### src/rtl/binary_to_decimal_digits_if.sv
// Handshake and result bundle for the binary-to-decimal digit converter.
// The master side requests conversions and the slave side (the converter)
// returns the busy/done status, the overflow flag and three decimal digits.
interface binary_to_decimal_digits_if #(
   parameter int INPUT_BITS = 10,
   parameter int DIGIT_BITS = 4
);
   logic                  start;
   logic [INPUT_BITS-1:0] value;
   logic                  busy;
   logic                  done;
   logic                  overflow;
   logic [DIGIT_BITS-1:0] number2;
   logic [DIGIT_BITS-1:0] number1;
   logic [DIGIT_BITS-1:0] number0;

   modport master (
      output start, value,
      input  busy, done, overflow, number2, number1, number0
   );

   modport slave (
      input  start, value,
      output busy, done, overflow, number2, number1, number0
   );
endinterface

### src/rtl/binary_to_decimal_digits.sv
// Iterative binary-to-BCD converter using shift-add-3, one input bit per clock.
// Produces hundreds/tens/units digits for the numeric on-screen readout. The
// digit outputs are only updated at the end of a conversion, so a partially
// converted number is never visible downstream.
// Optional build macro: SATURATE_EN -- when defined, an overflowing value
// (>= 1000) is shown as 9,9,9; otherwise the digits are value mod 1000.
module binary_to_decimal_digits #(
   parameter int INPUT_BITS = 10,
   parameter int DIGIT_BITS = 4
) (
   input logic                      clock,
   input logic                      reset_n,
   binary_to_decimal_digits_if.slave bus
);

   localparam int BCD_BITS     = 16;  // thousands, hundreds, tens, units
   localparam int SCRATCH_BITS = BCD_BITS + INPUT_BITS;
   localparam int COUNT_BITS   = $clog2(INPUT_BITS + 1);

   typedef enum logic [1:0] {
      S_IDLE,
      S_SHIFT,
      S_DONE
   } state_t;

   state_t                  state;
   state_t                  next_state;
   logic [SCRATCH_BITS-1:0] scratch;
   logic [SCRATCH_BITS-1:0] scratch_next;
   logic [SCRATCH_BITS-1:0] adjusted;
   logic [COUNT_BITS-1:0]   count;
   logic [COUNT_BITS-1:0]   count_next;

   logic                    done_q;
   logic                    overflow_q;
   logic [DIGIT_BITS-1:0]   number2_q;
   logic [DIGIT_BITS-1:0]   number1_q;
   logic [DIGIT_BITS-1:0]   number0_q;

   logic [3:0]              bcd3;
   logic [3:0]              bcd2;
   logic [3:0]              bcd1;
   logic [3:0]              bcd0;
   logic                    result_overflow;
   logic [3:0]              result2;
   logic [3:0]              result1;
   logic [3:0]              result0;

   // Add 3 to every nibble that is 5 or more, so the following left shift
   // carries correctly into the next decimal digit.
   function automatic logic [BCD_BITS-1:0] add3(input logic [BCD_BITS-1:0] bcd);
      logic [BCD_BITS-1:0] r;
      r = bcd;
      for (int i = 0; i < BCD_BITS / 4; i++) begin
         if (bcd[4*i +: 4] >= 4'd5) r[4*i +: 4] = bcd[4*i +: 4] + 4'd3;
      end
      return r;
   endfunction

   assign {bcd3, bcd2, bcd1, bcd0} = scratch[SCRATCH_BITS-1 -: BCD_BITS];
   assign adjusted = {add3(scratch[SCRATCH_BITS-1 -: BCD_BITS]), scratch[INPUT_BITS-1:0]};

   // State register.
   // NOTE: sequential blocks use non-blocking assignments so every register
   // samples the pre-edge values, independent of statement order.
   always_ff @(posedge clock or negedge reset_n) begin
      if (!reset_n) state <= S_IDLE;
      else          state <= next_state;
   end

   // Next-state and scratch/counter update logic.
   // NOTE: every signal gets a default first, so no path leaves one
   // unassigned and no latch is inferred.
   always_comb begin
      next_state   = state;
      scratch_next = scratch;
      count_next   = count;
      case (state)
         S_IDLE: begin
            if (bus.start) begin
               scratch_next = {{BCD_BITS{1'b0}}, bus.value};
               count_next   = COUNT_BITS'(INPUT_BITS);
               next_state   = S_SHIFT;
            end
         end
         S_SHIFT: begin
            scratch_next = adjusted << 1;
            count_next   = count - COUNT_BITS'(1);
            if (count == COUNT_BITS'(1)) next_state = S_DONE;
         end
         S_DONE: begin
            next_state = S_IDLE;
         end
         default: begin
            next_state = S_IDLE;
         end
      endcase
   end

   // Scratch register and bit counter.
   always_ff @(posedge clock or negedge reset_n) begin
      if (!reset_n) begin
         scratch <= '0;
         count   <= '0;
      end else begin
         scratch <= scratch_next;
         count   <= count_next;
      end
   end

   // Final digit selection; the thousands nibble only feeds the overflow flag.
   always_comb begin
      result_overflow = (bcd3 != 4'd0);
`ifdef SATURATE_EN
      if (result_overflow) begin
         result2 = 4'd9;
         result1 = 4'd9;
         result0 = 4'd9;
      end else begin
         result2 = bcd2;
         result1 = bcd1;
         result0 = bcd0;
      end
`else
      result2 = bcd2;
      result1 = bcd1;
      result0 = bcd0;
`endif
   end

   // Output registers: all digits and the overflow flag change together at
   // the DONE edge, with a one-cycle done pulse alongside.
   always_ff @(posedge clock or negedge reset_n) begin
      if (!reset_n) begin
         done_q     <= 1'b0;
         overflow_q <= 1'b0;
         number2_q  <= '0;
         number1_q  <= '0;
         number0_q  <= '0;
      end else begin
         done_q <= (state == S_DONE);
         if (state == S_DONE) begin
            overflow_q <= result_overflow;
            number2_q  <= DIGIT_BITS'(result2);
            number1_q  <= DIGIT_BITS'(result1);
            number0_q  <= DIGIT_BITS'(result0);
         end
      end
   end

   assign bus.busy     = (state != S_IDLE);
   assign bus.done     = done_q;
   assign bus.overflow = overflow_q;
   assign bus.number2  = number2_q;
   assign bus.number1  = number1_q;
   assign bus.number0  = number0_q;

endmodule

### src/flat_wrapper.sv
// flat-port wrapper written by rule: the top's interface ports become plain ports
module binary_to_decimal_digits_flat 
#(
   parameter int INPUT_BITS = 10,
   parameter int DIGIT_BITS = 4
)
  (clock, reset_n, bus_start, bus_value, bus_busy, bus_done, bus_overflow, bus_number2, bus_number1, bus_number0);
  binary_to_decimal_digits_if #(.INPUT_BITS(INPUT_BITS), .DIGIT_BITS(DIGIT_BITS)) bus_i ();
  input logic clock;
  input logic reset_n;
  input wire logic [$bits(bus_i.start)-1:0] bus_start;
  input wire logic [$bits(bus_i.value)-1:0] bus_value;
  output wire logic [$bits(bus_i.busy)-1:0] bus_busy;
  output wire logic [$bits(bus_i.done)-1:0] bus_done;
  output wire logic [$bits(bus_i.overflow)-1:0] bus_overflow;
  output wire logic [$bits(bus_i.number2)-1:0] bus_number2;
  output wire logic [$bits(bus_i.number1)-1:0] bus_number1;
  output wire logic [$bits(bus_i.number0)-1:0] bus_number0;
  assign bus_i.start = bus_start;
  assign bus_i.value = bus_value;
  assign bus_busy = bus_i.busy;
  assign bus_done = bus_i.done;
  assign bus_overflow = bus_i.overflow;
  assign bus_number2 = bus_i.number2;
  assign bus_number1 = bus_i.number1;
  assign bus_number0 = bus_i.number0;
  binary_to_decimal_digits #(.INPUT_BITS(INPUT_BITS), .DIGIT_BITS(DIGIT_BITS)) u_core (.clock(clock), .reset_n(reset_n), .bus(bus_i));
endmodule
### config.mk
export PLATFORM = sky130hd
export DESIGN_NAME = binary_to_decimal_digits_flat
export DESIGN_NICKNAME = d
export VERILOG_FILES = /design/src/rtl/binary_to_decimal_digits_if.sv /design/src/rtl/binary_to_decimal_digits.sv /design/src/flat_wrapper.sv
export SDC_FILE = /design/constraint.sdc
export NUM_CORES = 1
export LEC_CHECK = 0
export CORE_MARGIN = 2
export CORE_UTILIZATION = 35
export CTS_CLUSTER_SIZE = 28
export DETAILED_ROUTE_END_ITERATION = 10
export GPL_TIMING_DRIVEN = 0
export PLACE_DENSITY = 0.57
export SLEW_MARGIN = 20
export SYNTH_ARGS = -nofsm -noshare
export SYNTH_HDL_FRONTEND = slang
export SYNTH_SLANG_ARGS = --single-unit
### constraint.sdc
create_clock -name clock -period 2.08 [get_ports clock]
set_input_delay 0.208 -clock clock [delete_from_list [all_inputs] [get_ports clock]]
set_output_delay 0.208 -clock clock [all_outputs]
set_load 0.01 [all_outputs]
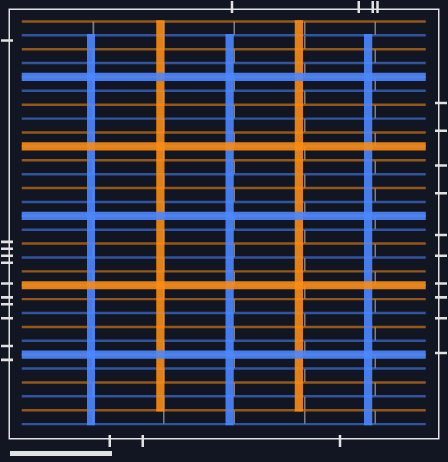
pdn.png
The bar under the picture is 20 µm long. Pins as bars on the die edge. Tap cells in grey.
[VSS] blue
[VDD] orange
tap cells: 77
met4 straps: 5
met1 rails: 30

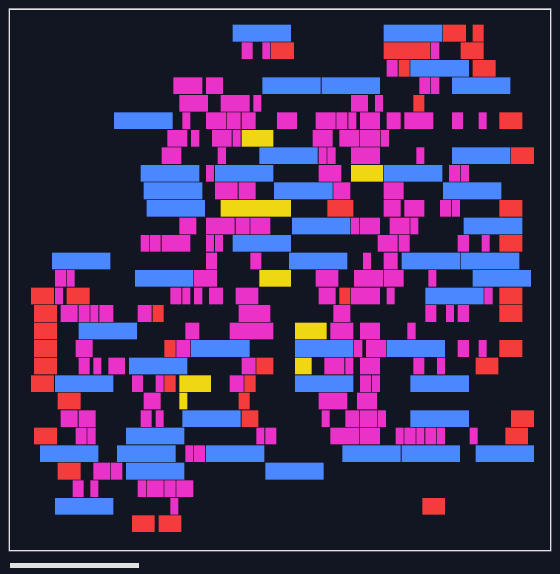
cell_classes.png
The bar under the picture is 20 µm long.
[flops] blue | cells: 46 | share of their area: 44%
[all other logic] magenta | cells: 159 | share of their area: 38%
[other buffers and delay cells] red | cells: 40 | share of their area: 14%
[clock drivers and dummy loads] yellow | cells: 8 | share of their area: 4.2%

==> run notes <==
Results of an implementation run.

The number of clock buffers added by TritonCTS is 5. In this run the number of H-tree levels came out at 2. In the final layout, the multi-input gates occupy 938 µm². After detailed routing, the average wire length per cell comes to 13.9 µm.

The worst supply voltage drop on vdd is slightly above 0.5 mV. After synthesis the netlist holds a flip-flop and latch count of 46. Warnings reported by Yosys during synthesis add up to 0. For reference, the top cells by count after synthesis are 46 x dfrtp_1, 34 x nand2_1, 19 x inv_1. The max-slew check reports its worst relative slack as 71.7%. Compared with the post-synthesis result, the final layout area differs by 22.3%. The completed layout was analyzed and its total power is just over 4 mW. The CTS tree is done.

The number of nets with antenna violations after routing is 0. For this block, the via count after detailed routing is 1722. Global routing consumed, over all layers together, between 10% and 20% of the routing resources. The register clock-pin slew on the reported worst setup and hold paths is 0.09 ns.

The CTS root buffer is clkbuf_8. The top flip-flop cell by instance count after synthesis is dfrtp_1. After detailed routing, the number of vias per cell comes to 5.22.

Timing would allow up to approximately 530 MHz. The buffer_ports step reported a buffer count of 27. Setup repair after global routing left no endpoint under its margin. The number of cells after detailed placement is 322. In the Yosys report, the sequential cells make up 51.6% of the chip area. After routing, the total negative slack on setup checks comes to 0 ns.

The worst-skew pair later-pin latency is roughly 0.3 ns. The nature of the critical path endpoint is an output pin. The detailed placement HPWL is 3230 µm. The share of the core filled by cells before placement is 35.7%. According to the report, the first pass of detailed routing completed in 4 iterations. The worst setup path is launched from a flip-flop. The worst hold-check path type is input port to asynchronous set/reset pin. The final max-slew violation count recorded for this run is 0. The synthesized instance count is 217.

The leftover overflow at the end of global routing is 0. In the setup report, the worst path falls into the class flip-flop to output pin. The most frequently used library cell after synthesis is dfrtp_1. Per the final timing report, the hold violations number 0. The CTS sink count is 46. Leaving out fill and tap cells, the most frequent cells in the layout are 46 x dfrtp_1, 34 x nand2_1, 26 x clkdlybuf4s50_1.

The largest fanout on the critical path is 16. The largest net degree at the start of global routing is 31. After floorplanning, the core was divided into 29 placement rows. The smallest clock period supported by the final layout is computed as 1.89 ns. The die boundary width is 83.8 µm.

The standard cell core area is 6240 µm². Power spread over the standard cell area amounts to around 1500 nW/µm². After clock tree synthesis, the setup repair step added 0 buffers. The layout report lists the combined flip-flop and latch area as 1150 µm². The count of cell types in the netlist is 32. The die footprint is 7030 µm². The run finished with clean final reports. The final weighted congestion in routability-driven placement is 0.817. The async set-or-reset flop fraction in the synthesized netlist is 100%. The number of global-route vias before repair came to 1705.

Across all stage logs, warnings added up to 32. The most area-hungry cell type in the Yosys netlist is dfrtp_1. The mapped netlist covers 2230 µm².
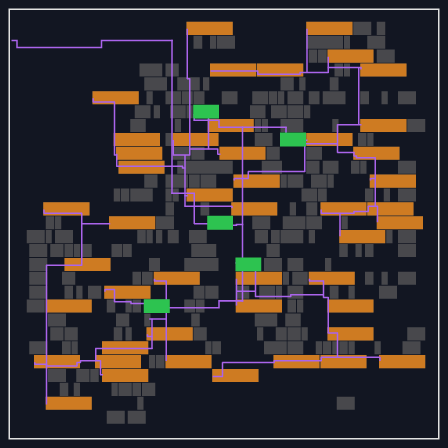
clock_map.png
[flip-flops] orange | count: 46
[cells driving clock nets] green | count: 5
[clock wires] purple | length: 609 µm
flops lie: spread over the die
routed clock nets: 6

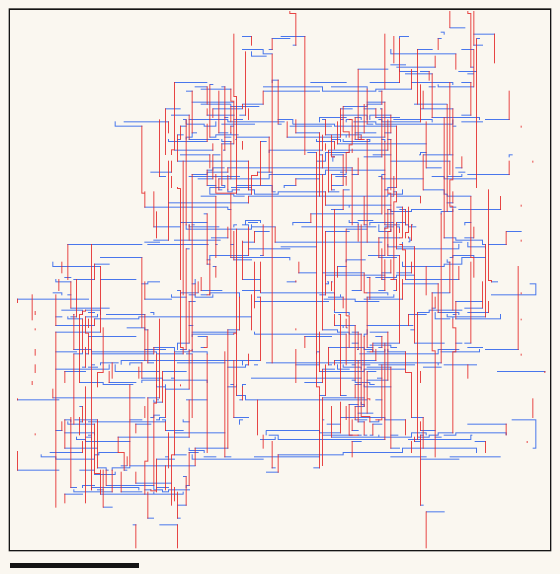
metal_stack.png
The bar under the picture is 20 µm long. Only two layers are drawn.
[met1] blue | wire length: 2200 µm
[met2] red | wire length: 2170 µm

worst max-delay path, stage by stage, from the launching register on:
cell and delay (ns):
dfrtp_1 0.54, or2_2 0.36, clkdlybuf4s50_1 0.49
layer usage:
| layer | vias to the layer above | track usage (%) | wire [µm] |
|---|---|---|---|
| met5 | - | 0 | 0 |
| met4 | 0 | 4.99 | 66 |
| met3 | 8 | 3.07 | 151 |
| met2 | 34 | 23.7 | 2170 |
| met1 | 832 | 17.7 | 2200 |
| li1 | 848 | - | - |
logic make-up (layout without fill, tap and decap cells):
logic type / count (synthesis) / count (layout) / synth area share, %
adder cells (fa/ha/maj): 11 / 11 / 6.17
AND/OR/NAND/NOR: 50 / 50 / 10.3
multiplexers: 1 / 1 / 0.449
AND-OR/OR-AND: 75 / 75 / 24.0
buffers and inverters: 31 / 67 / 6.34
flip-flops: 46 / 46 / 51.6
XOR/XNOR: 3 / 3 / 1.18
repair_timing:
| action | in CTS | in global routing |
|---|---|---|
| endpoints found under the setup margin | 0 | 1 |
| hold buffers | 1 | 0 |
| hold endpoints to repair | 16 | 0 |
through the flow:
step                      setup WS (ns)  util [%]  hold WS [ns]  area [µm²]
after global placement           -0.553      41.6         0.464        2600
after global routing             0.0814      43.7         0.388        2730
after CTS                        0.0411      43.8         0.359        2730
after floorplan                   0.800         -       -0.0876        2230
after detailed placement          0.379      41.9         0.161        2610
final                             0.186      43.7         0.355        2730
power by group:
part | switching [mW] | internal (mW) | total, mW
registers | 0.243 | 1.25 | 1.49
clock network | 0.306 | 0.359 | 0.665
logic | 1.05 | 0.881 | 1.93
total | 1.60 | 2.49 | 4.09
worst paths after layout:
kind / startpoint / endpoint / slack (ns) / cells after the start
hold reg to reg: u_core.bus.overflow / u_core.bus.overflow / 0.48 / 2
hold / removal: reset_n / u_core.bus.number2[1] / 0.36 / 2
min in group clock: bus_value[0] / u_core.scratch[0] / 0.43 / 3
setup / recovery: u_core.state[1] / bus_busy / 0.19 / 2
max in group asynchronous: reset_n / u_core.scratch[25] / 1.22 / 3
setup reg to reg: u_core.scratch[18] / u_core.scratch[20] / 0.58 / 5
sequential cells by signal, indices dropped and copies added, names as in the netlist:
register	flops
u_core.count	4
u_core.scratch	26
u_core.bus.number2	4
u_core.state	2
u_core.bus.number1	4
u_core.bus.overflow	1
u_core.bus.number0	4
u_core.bus.done	1
final cells by class:
| type | count | area share [%] |
|---|---|---|
| sequential | 46 | 42.2 |
| tap | 77 | 3.53 |
| multi-input combinational | 140 | 34.4 |
| inverter | 19 | 2.61 |
| clock buffer | 6 | 2.66 |
| clock inverter | 2 | 1.38 |
| buffer | 11 | 2.43 |
| timing repair buffer | 29 | 10.8 |
Power is estimated from default activity; no workload was simulated.
